## config.mk

```make
export PLATFORM = sky130hd
export DESIGN_NAME = uart_rx_ctrl
export DESIGN_NICKNAME = d
export VERILOG_FILES = /design/src/rtl/uart_pkg.sv /design/src/rtl/sync_2ff.sv /design/src/rtl/uart_rx_ctrl.sv
export SDC_FILE = /design/constraint.sdc
export NUM_CORES = 1
export LEC_CHECK = 0
export CAP_MARGIN = 20
export CORE_MARGIN = 2
export CORE_UTILIZATION = 45
export DETAILED_ROUTE_END_ITERATION = 6
export PLACE_DENSITY_LB_ADDON = 0.2
export SLEW_MARGIN = 20
export SYNTH_ARGS = -nofsm -noshare
export SYNTH_HDL_FRONTEND = slang
export SYNTH_SLANG_ARGS = --single-unit
```

## constraint.sdc

```tcl
create_clock -name clk -period 2 [get_ports clk]
set_input_delay 0.4 -clock clk [delete_from_list [all_inputs] [get_ports clk]]
set_output_delay 0.4 -clock clk [all_outputs]
set_load 0.02 [all_outputs]
```

## src/rtl/uart_pkg.sv

```systemverilog
// uart_pkg: shared types and default constants for the UART receive path.
//   rx_state_t        receiver sequencing states
//   UART_OVERSAMPLE   default sample ticks per bit
//   UART_DATA_BITS    default data bits per frame
package uart_pkg;

    localparam int UART_OVERSAMPLE = 16;
    localparam int UART_DATA_BITS  = 8;

    typedef enum logic [2:0] {
        IDLE    = 3'd0,
        START   = 3'd1,
        DATA    = 3'd2,
        STOP    = 3'd3,
        WAIT_HI = 3'd4
    } rx_state_t;

endpackage

```

## src/rtl/sync_2ff.sv

```systemverilog
// sync_2ff: two-flop synchronizer for a single asynchronous input.
//   clk        destination clock
//   rst_n      asynchronous active-low reset, both flops load RESET_VAL
//   d_i        asynchronous input
//   q_o        synchronized output (two clk of latency)
module sync_2ff #(
    parameter logic RESET_VAL = 1'b1
) (
    input  logic clk,
    input  logic rst_n,
    input  logic d_i,
    output logic q_o
);

    logic meta_q;
    logic sync_q;

    // Two-stage capture of the asynchronous input
    always_ff @(posedge clk or negedge rst_n) begin
        if (!rst_n) begin
            meta_q <= RESET_VAL;
            sync_q <= RESET_VAL;
        end else begin
            meta_q <= d_i;
            sync_q <= meta_q;
        end
    end

    assign q_o = sync_q;

endmodule

```

## src/rtl/uart_rx_ctrl.sv

```systemverilog
// uart_rx_ctrl: oversampled UART receive controller with a valid/ready
// holding register and sticky framing/overrun flags.
//   clk          system clock
//   rst_n        asynchronous active-low reset
//   rx_in        raw serial line, idle high
//   sample_tick  one-cycle strobe at OVERSAMPLE x baud
//   char_ready   consumer accepts char_out this cycle
//   err_clr      clears frame_err and overrun (a coincident set wins)
//   char_out     received character, LSB = first bit on the line
//   char_valid   char_out holds an unconsumed character
//   frame_err    sticky: stop bit sampled low
//   overrun      sticky: a character was dropped because char_out was full
//   busy         receiver is not idle
module uart_rx_ctrl
    import uart_pkg::*;
#(
    parameter int OVERSAMPLE = UART_OVERSAMPLE,
    parameter int DATA_BITS  = UART_DATA_BITS
) (
    input  logic                 clk,
    input  logic                 rst_n,
    input  logic                 rx_in,
    input  logic                 sample_tick,
    input  logic                 char_ready,
    input  logic                 err_clr,
    output logic [DATA_BITS-1:0] char_out,
    output logic                 char_valid,
    output logic                 frame_err,
    output logic                 overrun,
    output logic                 busy
);

    localparam int CNT_W = $clog2(OVERSAMPLE);
    localparam int BIT_W = $clog2(DATA_BITS);

    localparam logic [CNT_W-1:0] CNT_ZERO = CNT_W'(0);
    localparam logic [CNT_W-1:0] CNT_ONE  = CNT_W'(1);
    localparam logic [CNT_W-1:0] CNT_HALF = CNT_W'(OVERSAMPLE / 2 - 1);
    localparam logic [CNT_W-1:0] CNT_LAST = CNT_W'(OVERSAMPLE - 1);
    localparam logic [BIT_W-1:0] BIT_ZERO = BIT_W'(0);
    localparam logic [BIT_W-1:0] BIT_ONE  = BIT_W'(1);
    localparam logic [BIT_W-1:0] BIT_LAST = BIT_W'(DATA_BITS - 1);

    logic                 rx_s;
    rx_state_t            state_q, state_d;
    logic [CNT_W-1:0]     cnt_q, cnt_d;
    logic [BIT_W-1:0]     bit_idx_q, bit_idx_d;
    logic [DATA_BITS-1:0] shreg_q, shreg_d;
    logic [DATA_BITS-1:0] char_q, char_d;
    logic                 valid_q, valid_d;
    logic                 ferr_q, ferr_d;
    logic                 ovr_q, ovr_d;
    logic                 busy_q, busy_d;
    logic                 deliver_s;
    logic                 stop_bad_s;
    logic                 hs_s;
    logic                 ovr_set_s;

    sync_2ff #(
        .RESET_VAL(1'b1)
    ) u_rx_sync (
        .clk  (clk),
        .rst_n(rst_n),
        .d_i  (rx_in),
        .q_o  (rx_s)
    );

    // Receive sequencing: start qualification, bit-centre counting, shifting, stop check
    always_comb begin
        state_d    = state_q;
        cnt_d      = cnt_q;
        bit_idx_d  = bit_idx_q;
        shreg_d    = shreg_q;
        deliver_s  = 1'b0;
        stop_bad_s = 1'b0;
        case (state_q)
            IDLE: begin
                if (sample_tick && !rx_s) begin
                    state_d = START;
                    cnt_d   = CNT_ZERO;
                end else begin
                    state_d = IDLE;
                end
            end
            START: begin
                if (sample_tick) begin
                    if (cnt_q == CNT_HALF) begin
                        cnt_d = CNT_ZERO;
                        // Line back high at mid-start means a glitch, not a frame
                        if (!rx_s) begin
                            state_d   = DATA;
                            bit_idx_d = BIT_ZERO;
                        end else begin
                            state_d = IDLE;
                        end
                    end else begin
                        cnt_d = cnt_q + CNT_ONE;
                    end
                end else begin
                    cnt_d = cnt_q;
                end
            end
            DATA: begin
                if (sample_tick) begin
                    if (cnt_q == CNT_LAST) begin
                        cnt_d   = CNT_ZERO;
                        // LSB arrives first, so shift right and insert at the MSB
                        shreg_d = {rx_s, shreg_q[DATA_BITS-1:1]};
                        if (bit_idx_q == BIT_LAST) begin
                            state_d   = STOP;
                            bit_idx_d = BIT_ZERO;
                        end else begin
                            bit_idx_d = bit_idx_q + BIT_ONE;
                        end
                    end else begin
                        cnt_d = cnt_q + CNT_ONE;
                    end
                end else begin
                    cnt_d = cnt_q;
                end
            end
            STOP: begin
                if (sample_tick) begin
                    if (cnt_q == CNT_LAST) begin
                        cnt_d = CNT_ZERO;
                        if (rx_s) begin
                            deliver_s = 1'b1;
                            state_d   = IDLE;
                        end else begin
                            stop_bad_s = 1'b1;
                            state_d    = WAIT_HI;
                        end
                    end else begin
                        cnt_d = cnt_q + CNT_ONE;
                    end
                end else begin
                    cnt_d = cnt_q;
                end
            end
            WAIT_HI: begin
                // Hold off until a break or bad stop bit releases the line
                if (sample_tick && rx_s) begin
                    state_d = IDLE;
                    cnt_d   = CNT_ZERO;
                end else begin
                    state_d = WAIT_HI;
                end
            end
            default: begin
                state_d   = IDLE;
                cnt_d     = CNT_ZERO;
                bit_idx_d = BIT_ZERO;
            end
        endcase
    end

    // Holding register, handshake and sticky flag next-state
    always_comb begin
        hs_s      = valid_q & char_ready;
        char_d    = char_q;
        valid_d   = valid_q;
        ovr_set_s = 1'b0;
        if (deliver_s) begin
            // A same-cycle handshake frees the register for the new character
            if (!valid_q || hs_s) begin
                char_d  = shreg_q;
                valid_d = 1'b1;
            end else begin
                ovr_set_s = 1'b1;
            end
        end else if (hs_s) begin
            valid_d = 1'b0;
        end else begin
            valid_d = valid_q;
        end

        if (stop_bad_s) begin
            ferr_d = 1'b1;
        end else if (err_clr) begin
            ferr_d = 1'b0;
        end else begin
            ferr_d = ferr_q;
        end

        if (ovr_set_s) begin
            ovr_d = 1'b1;
        end else if (err_clr) begin
            ovr_d = 1'b0;
        end else begin
            ovr_d = ovr_q;
        end

        busy_d = (state_d != IDLE);
    end

    // State, datapath and output registers
    always_ff @(posedge clk or negedge rst_n) begin
        if (!rst_n) begin
            state_q   <= IDLE;
            cnt_q     <= CNT_ZERO;
            bit_idx_q <= BIT_ZERO;
            shreg_q   <= {DATA_BITS{1'b0}};
            char_q    <= {DATA_BITS{1'b0}};
            valid_q   <= 1'b0;
            ferr_q    <= 1'b0;
            ovr_q     <= 1'b0;
            busy_q    <= 1'b0;
        end else begin
            state_q   <= state_d;
            cnt_q     <= cnt_d;
            bit_idx_q <= bit_idx_d;
            shreg_q   <= shreg_d;
            char_q    <= char_d;
            valid_q   <= valid_d;
            ferr_q    <= ferr_d;
            ovr_q     <= ovr_d;
            busy_q    <= busy_d;
        end
    end

    assign char_out   = char_q;
    assign char_valid = valid_q;
    assign frame_err  = ferr_q;
    assign overrun    = ovr_q;
    assign busy       = busy_q;

endmodule

```

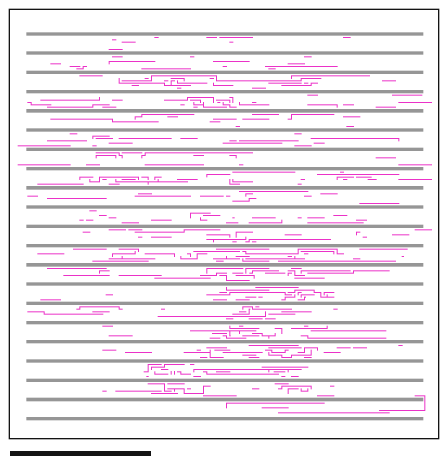
Fig. 1. Met1 routing.
The bar under the picture is 20 um long. Supply wires on this layer in gray.
longest straight run: 16.6 um
wire length on this layer: 1180 um

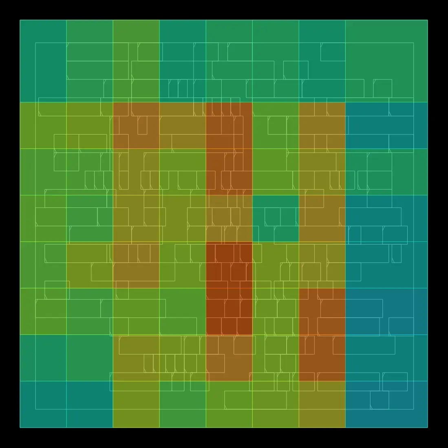
Fig. 2. Routing congestion map.
global-route total usage across every layer: 0.170
met1 Use GR: 0.218
gr busiest metal: met2

==> run summary <==
Results of the implementation run.

The number of multi-input combinational cells in the layout is roughly 90. The global-route track usage on met2 came out at 0.269. The number of antenna violations at the first check in global routing is 0.

By instance count after routing, the leading logic cell types are 30 x dfrtp_1, 29 x nand2_1, 17 x clkdlybuf4s50_1. The count of buffering cells on the critical path with inverters included is 1. The H-tree generated during clock tree synthesis spans 2 levels.

On the final layout, the worst hold slack is 359 ps. The worst vdd rail ir drop is 0.560 mV. The final routed DRC violation total came out at 0. The vertical die size is 60.5 um.

The Yosys chip area is roughly 0.0014 mm2. The maximum number of pins on one net before global-route repair is 33. The count of plain and timing-repair buffers in the layout is 29.

Looking at the worst setup and hold paths, the clock pins of their registers show a slew of around 90 ps. The run finished with clean final reports. During synthesis, Yosys emitted a total of 0 warnings. The area growth from synthesis to layout is 26.0%. Setup repair after global routing left no endpoint under its margin. The stage delay of the slowest cell on the critical path is 400 ps. The number of cell instances on the worst register-to-register path came out at 6. The root buffer cell is clkbuf_4.
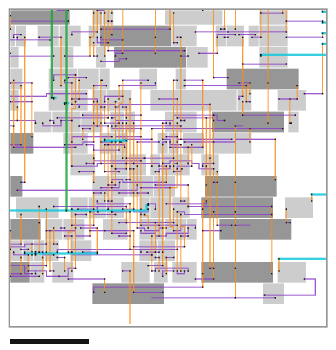
Fig. 3. Zoomed window.
The bar under the picture is 10 um long. Window x 20 to 60, y 0 to 40 um. Cells in gray, sequential cells in the stronger gray; small squares are vias.
legend:
  metal 2:
    color: orange
  metal 3:
    color: cyan
  metal 4:
    color: green
  metal 1:
    color: purple
cells with their middle in the window: 93
most frequent: nand2_1 (11), dfrtp_1 (10), buf_4 (10)
sequential cells in the window: 10
netlist names of flops here include: shreg_q (3), state_q (3), cnt_q (2)

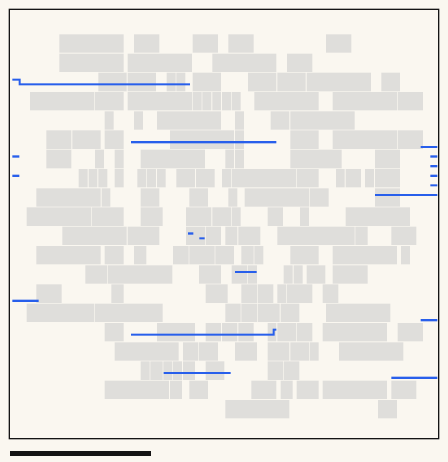
Fig. 4. Metal 3.
The bar under the picture is 20 um long.
nets with wire on the layer: 15
main direction: horizontal
number of vias in the routed layout: 1048
Routed WL: 2500 um
grt met3 use: 0.0576

flip-flops by register name, summed over array words and instances, names as in the netlist:
register	cells
frame_err	1
char_out	8
state_q	3
bit_idx_q	3
char_valid	1
overrun	1
cnt_q	4
shreg_q	8
busy	1
u_rx_sync.q_o	1
u_rx_sync.meta_q	1
path summary, 6_finish.rpt:
kind,endpoint,from
worst max-delay path,char_out[5],cnt_q[0]
worst max register to register,char_out[5],cnt_q[0]
max in group asynchronous,u_rx_sync.q_o,rst_n
worst min register to register,u_rx_sync.q_o,u_rx_sync.meta_q
min in group asynchronous,frame_err,rst_n
worst min-delay path,u_rx_sync.q_o,u_rx_sync.meta_q
cells in the mapped netlist (all sizes together):
library cell	n
dfrtp	30
a2bb2oi	2
nand3	1
o32ai	1
nor3	2
dfstp	2
nand2	29
a22oi	1
or2	1
and2	1
xnor2	1
mux2i	1
nor2	5
mux2	8
ha	3
a21oi	1
o21bai	1
nor2b	3
o31ai	1
a22o	3
or3b	1
nand2b	4
a32o	1
a31oi	1
and3	2
inv	5
o21ai	5
or2b	1
buf	4
or3	3
o22ai	2
a21o	1
nand4	3
and3b	1
logic make-up (layout without fill, tap and decap cells):
family | Yosys count | in the layout | share of synthesized area
buffers and inverters | 9 | 42 | 0.0357
adder cells (fa/ha/maj) | 3 | 3 | 0.0261
AND-OR/OR-AND | 20 | 20 | 0.0984
multiplexers | 9 | 9 | 0.0697
flip-flops | 32 | 32 | 0.559
AND/OR/NAND/NOR | 57 | 57 | 0.205
XOR/XNOR | 1 | 1 | 0.00610
power by group:
group	internal [W]	switching (W)	total, W
clock	0.000262	0.000208	0.000470
sequential	0.000723	0.0000891	0.000812
combinational	0.000199	0.000213	0.000411
No activity file was given, so power comes from the tool's default toggle rates.
